File: src/rtl/wb_uart_tx_master.sv
// Wishbone classic initiator that feeds a byte stream into an 8250-style UART (LSR poll, then THR write).
// Define WB_UART_TX_MASTER_POLL_EN to poll LSR.THRE before each write; otherwise bytes go straight to THR.
module wb_uart_tx_master #(
  parameter logic [31:0] UART_BASE = 32'h1250_0000,
  parameter logic [15:0] TIMEOUT   = 16'd255
) (
  input  logic        CLK_I,
  input  logic        RST_I,
  output logic [31:0] ADR_O,
  output logic [31:0] DAT_O,
  input  logic [31:0] DAT_I,
  output logic        WE_O,
  output logic [3:0]  SEL_O,
  output logic        STB_O,
  output logic        CYC_O,
  input  logic        ACK_I,
  input  logic [7:0]  tx_data,
  input  logic        tx_valid,
  output logic        tx_ready,
  input  logic        err_clr,
  output logic        err,
  output logic        busy
);

  localparam logic [31:0] LSR_ADR = UART_BASE + 32'd5;
  localparam logic [31:0] THR_ADR = UART_BASE;

  typedef enum logic [2:0] {
    IDLE  = 3'd0,
    POLL  = 3'd1,
    GAP_P = 3'd2,
    GAP_W = 3'd3,
    WRITE = 3'd4,
    GAP_I = 3'd5
  } state_t;

  state_t      state_q, state_d;
  logic [15:0] tmo_cnt_q, tmo_cnt_d;
  logic [7:0]  byte_q;
  logic [7:0]  wr_byte;
  logic        stb_q, stb_d;
  logic        we_q, we_d;
  logic [31:0] adr_q, adr_d;
  logic [31:0] dat_q, dat_d;
  logic        ready_q, ready_d;
  logic        err_q, err_d;
  logic        accept, acked, timed_out;
  logic        unused_dat;

  assign accept    = tx_valid && ready_q;
  assign acked     = stb_q && ACK_I;
  assign timed_out = stb_q && !ACK_I && (tmo_cnt_q == TIMEOUT - 16'd1);

`ifdef WB_UART_TX_MASTER_POLL_EN
  assign unused_dat = ^{DAT_I[31:6], DAT_I[4:0]};
`else
  assign unused_dat = ^DAT_I;
`endif

  // State register
  always_ff @(posedge CLK_I or negedge RST_I) begin
    if (!RST_I) state_q <= IDLE;
    else        state_q <= state_d;
  end

  // Next-state logic
  always_comb begin
    state_d = state_q;
    case (state_q)
      IDLE: begin
`ifdef WB_UART_TX_MASTER_POLL_EN
        if (accept) state_d = POLL;
`else
        if (accept) state_d = WRITE;
`endif
      end
`ifdef WB_UART_TX_MASTER_POLL_EN
      POLL: begin
        if (timed_out)  state_d = GAP_I;
        else if (acked) state_d = DAT_I[5] ? GAP_W : GAP_P;
      end
      GAP_P: state_d = POLL;
      GAP_W: state_d = WRITE;
`endif
      WRITE: begin
        if (timed_out || acked) state_d = GAP_I;
      end
      GAP_I:   state_d = IDLE;
      default: state_d = IDLE;
    endcase
  end

  // Registered-output next values, derived from the state being entered
  always_comb begin
    wr_byte = (state_q == IDLE) ? tx_data : byte_q;
    stb_d   = (state_d == POLL) || (state_d == WRITE);
    we_d    = (state_d == WRITE);
    adr_d   = 32'd0;
    dat_d   = 32'd0;
    if (state_d == POLL) begin
      adr_d = LSR_ADR;
    end else if (state_d == WRITE) begin
      adr_d = THR_ADR;
      dat_d = {24'd0, wr_byte};
    end
    ready_d   = (state_d == IDLE);
    tmo_cnt_d = (stb_q && !ACK_I && !timed_out) ? tmo_cnt_q + 16'd1 : 16'd0;
    err_d     = timed_out ? 1'b1 : (err_clr ? 1'b0 : err_q);
  end

  always_ff @(posedge CLK_I or negedge RST_I) begin
    if (!RST_I) begin
      stb_q     <= 1'b0;
      we_q      <= 1'b0;
      adr_q     <= 32'd0;
      dat_q     <= 32'd0;
      ready_q   <= 1'b0;
      tmo_cnt_q <= 16'd0;
      err_q     <= 1'b0;
    end else begin
      stb_q     <= stb_d;
      we_q      <= we_d;
      adr_q     <= adr_d;
      dat_q     <= dat_d;
      ready_q   <= ready_d;
      tmo_cnt_q <= tmo_cnt_d;
      err_q     <= err_d;
    end
  end

  // Byte holding register is pure data and needs no reset
  always_ff @(posedge CLK_I) begin
    if (accept) byte_q <= tx_data;
  end

  assign STB_O    = stb_q;
  assign CYC_O    = stb_q;
  assign SEL_O    = {3'b000, stb_q};
  assign WE_O     = we_q;
  assign ADR_O    = adr_q;
  assign DAT_O    = dat_q;
  assign tx_ready = ready_q;
  assign err      = err_q;
  assign busy     = (state_q != IDLE);

endmodule
File: config.mk
export PLATFORM = sky130hd
export DESIGN_NAME = wb_uart_tx_master
export DESIGN_NICKNAME = d
export VERILOG_FILES = /design/src/rtl/wb_uart_tx_master.sv
export SDC_FILE = /design/constraint.sdc
export NUM_CORES = 1
export LEC_CHECK = 0
export ABC_AREA = 1
export CAP_MARGIN = 30
export CORE_MARGIN = 1
export CORE_UTILIZATION = 36
export DETAILED_ROUTE_END_ITERATION = 8
export PLACE_DENSITY = 0.85
export SLEW_MARGIN = 10
export SYNTH_ARGS = -nofsm -noshare
export SYNTH_HDL_FRONTEND = slang
export SYNTH_SLANG_ARGS = --single-unit
File: constraint.sdc
create_clock -name CLK_I -period 1.32 [get_ports CLK_I]
set_input_delay 0.132 -clock CLK_I [delete_from_list [all_inputs] [get_ports CLK_I]]
set_output_delay 0.132 -clock CLK_I [all_outputs]
set_load 0.05 [all_outputs]
run_1/class_map.png
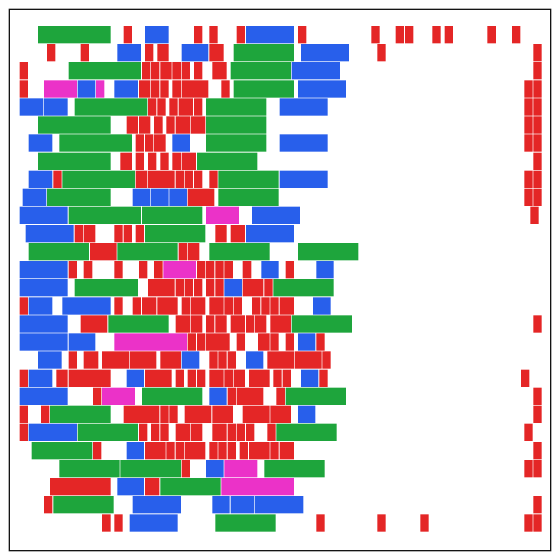
colour	class	cells	share of their area
magenta	clock drivers and dummy loads	8	4.4%
green	sequential cells	40	35%
red	remaining logic cells	218	37%
blue	remaining buffers and delay cells	55	24%

run_1/clock_wires.png
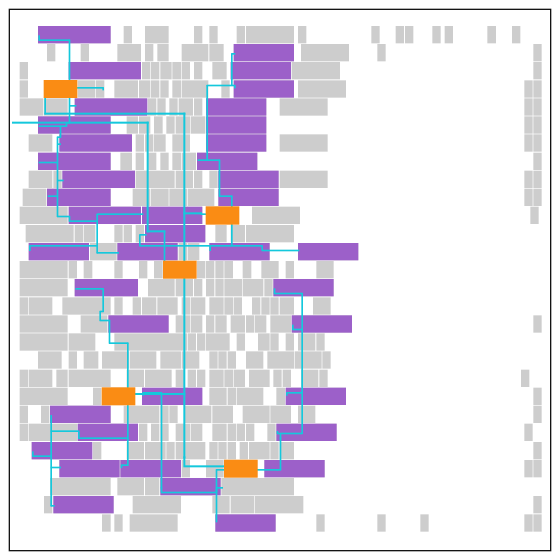
[orange] clock-net drivers | count: 5
[cyan] clock wires | length: 449 um
[purple] flip-flops | count: 40
routed clock nets	6

run_1/sizing.png
The bar under the picture is 20 um long.
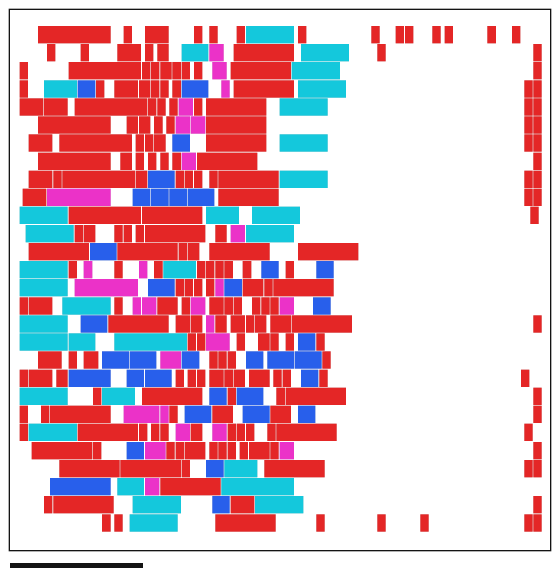
colour	size	cells
cyan	x6 and larger	31
red	x1 and smaller	228
blue	x3 and x4	35
magenta	x2	27

==> run summary <==
Implementation status.

- The reg-to-reg setup timing slack is -0.06 ns.
- The fmax is 726 MHz.
- The flop and latch count out of synthesis is 40.
- The maximum fanout along the worst path is 5.
- The placement-stage worst setup slack is -0.0731 ns.
- The number of buffers inserted by post-CTS setup repair is 4.
- Per the detail_route log, met2 wirelength is 2310 um.
- The final reports fail on setup timing.
- The number of cell instances after yosys synthesis is 264.
- Per the post-run analysis, buffers plus inverters along the critical path come to 0.
- Summed over all nets, the half-perimeter wirelength after detailed placement is 2820 um.
- The area of the chip is 0.00660 mm^2.
- The flow reports power dissipated in the clock network as 1170 uW.
- At the end of routability-driven placement, the weighted congestion stood at 0.865.
- The synthesis report gives the async set-or-reset register share as 0.800.
- The final critical-path share of the clock period is 1.04.
- Total power normalized to cell area comes to 1120 mW/mm^2.
- The cell seen most often among critical-path stages is sky130_fd_sc_hd__nand2_4.
- The switching portion of total power comes to 0.324.
- Yosys attributes the largest share of cell area to sky130_fd_sc_hd__dfrtp_1 (35%), sky130_fd_sc_hd__buf_4 (20%), sky130_fd_sc_hd__edfxtp_1 (11%).
- For reference, the top cells by count after synthesis are sky130_fd_sc_hd__buf_4 (60), sky130_fd_sc_hd__nand2_1 (46), sky130_fd_sc_hd__nor2_1 (34).
- The number of standard cells after synthesis is 264.
- The cell row count is 28.
- The routed wire length is 4260 um.
- The count of endpoints failing setup in the final report is 19.
- The sequential share of power is 0.391.
- Of the post-synthesis cell area, the dominant cell type holds 0.354.
- The type of the worst setup path is reg2reg.
- The clock sink total is 40.
- Buffers placed on the I/O ports in this run total 33.
- Counting the fill cells in the layout gives 494.
- In this run the worst hold path is classified as in2async.
- In this run the number of H-tree levels came out at 2.
- The number of global-route vias before repair was 1398.
- The first-pass GRT wire length is 6510 um.
- The remaining antenna violation count is 0.
- Of the total power, combinational logic draws 0.270.
- The top-level I/O count is 119.
- The maximum count of clock buffers along a single path is 2.
- Entering global routing, the biggest net connects 33 pins.
- The synthesized design contains 8 enable-type register cells.
- For the sequential group, total power comes out at 1350 uW.
- The number of warnings reported in the stage logs is 61.
- The highest ir drop seen on vdd is 0.00105 V.
- The final clock skew is 0.00705 ns.
- The xor and xnor fraction of the mapped netlist area is 0.0310.
- The mux contribution to synthesized area is 0.
- The number of inserted diodes is 0.
- For this configuration, the core starts out at a cell density of 0.377.
- The wire length the detailed router placed on met1 is 1620 um.
- Counting only logic cells after layout, the most numerous master is sky130_fd_sc_hd__conb_1.
- The worst-path cell with the longest stage delay is sky130_fd_sc_hd__dfrtp_1.
- The die is 81.2 um tall.
- The flow ran to the end, but the final reports show violations.
- The non-filler instance count after layout is 396.
- For reference, the critical path cell chain is nor2_1 > nand2_4 > nor2_4 > nand2_4 > nand2_4 > nand2_4 > nand2_4 > nor2_1.
- The instance count after placement with tap cells included is 378.
- In this run, post-CTS hold repair placed 0 buffers.
- The critical path startpoint category is a flip-flop.
- The worst-case setup margin in the final layout is -0.0584 ns.
- Among all stages on the critical path, the maximum delay recorded is 0.41 ns.
- The part of the total power dissipated in the clock network is 0.339.
- Final hold analysis gives a worst-case slack of 0.187 ns.
- Recorded from the global router log, the overflow total was 0.
- The post-route utilization of the core is recorded as 0.515.
- The post-route total power is 3460 uW.
- Yosys shows that the main logic family after synthesis is buffers and inverters.
- The CTS tree is done.
- Synthesis instantiated 22 different standard cells from the library.
- The leakage power summed over all cells is 0.00148 uW.
- Of all cell types, the one taking the most synthesized area is sky130_fd_sc_hd__dfrtp_1.
- The area of the mapped netlist is 0.00226 mm^2.
- The flow measured a signed area growth from synthesis to layout of 36.4%.
- The uppermost layer routed is met4.
- Per the log, the first TritonRoute iteration ended with a DRC count of 44.
- Of the synthesized area, sequential elements account for 0.461.
- The cell area after layout is 0.00308 mm^2.
- The critical path startpoint is tmo_cnt_q[14]$_DFF_PN0_.
- In this run the critical register-to-register path is launched from tmo_cnt_q[14]$_DFF_PN0_.
- The number of iterations in the first detailed-routing pass is 4.
- Gates resized during post-CTS repair numbered 21.
- In this run, power in combinational logic comes to 933 uW.
- The cell family contributing the most delay on the critical path is simple AND/OR/NAND/NOR gates.
- The total via count in the routed design is 1668.
- The most frequently used library cell after synthesis is sky130_fd_sc_hd__buf_4.
- The adder-cell share of the synthesized area is 0.0111.
- Buffers inserted during clock tree synthesis total 5.
- The power report puts the net switching power at 1120 uW.
- The worst path in the final design needs a cycle of 1.38 ns, including I/O delays and setup.
- The final-report hold violation count is 0.
- The total internal power is 2340 uW.
- The most common logic cells in the final layout are sky130_fd_sc_hd__conb_1 (55), sky130_fd_sc_hd__nand2_1 (42), sky130_fd_sc_hd__dfrtp_1 (30), sky130_fd_sc_hd__inv_1 (26), sky130_fd_sc_hd__nor2_1 (23).
- The capture point of the critical path was reported as DAT_O[1]$_DFF_PN0_.
- The die span in x is 81.2 um.
- The number of warning messages in the yosys log is 0.
- Of the total synthesized cell area, the portion taken by AND, OR, NAND and NOR gates is 0.221.
- The buffer cell driving the clock tree root is sky130_fd_sc_hd__clkbuf_8.
- The tool flagged a number of max-cap violations equal to 0.
- Looking at the cell usage after synthesis, the top flip-flop cell is sky130_fd_sc_hd__dfrtp_1.
- The clock slew seen by the registers of the worst setup and hold paths is 0.07 ns.
- The group drawing the most power is sequential cells.
- The cell-mix breakdown from Yosys lists the compound-gate area share as 0.0133.
- The initial antenna violation count is 0.
- STA shows the worst reg2reg path with a cell count of 8.
- For this run, the total global-route usage over all layers was measured as 0.133.
- The capture point of the worst reg-to-reg path is DAT_O[1]$_DFF_PN0_.
==> run 1: layout make-up <==
class	count	area, um^2	share of cell area
clock buffers	6	72.6	0.0235
clock inverters	2	60.1	0.0195
inverters	33	124	0.0402
multi-input cells	185	972	0.315
flip-flops and latches	40	1040	0.338
well taps	75	93.8	0.0304
repair buffers	55	717	0.233
==> run 1: routing by layer <==
| layer | up-vias | GRT usage |
|---|---|---|
| met1 | 762 | 0.158 |
| li1 | 802 | - |
| met4 | 0 | 0.0589 |
| met2 | 95 | 0.227 |
| met5 | - | 0 |
| met3 | 9 | 0.0315 |
==> run 1: sequential cells by signal, indices dropped and copies added (netlist names) <==
name	flops
DAT_O	8
byte_q	8
WE_O	1
state_q	3
ADR_O	2
tmo_cnt_q	16
tx_ready	1
err	1
Power is estimated from default activity; no workload was simulated.
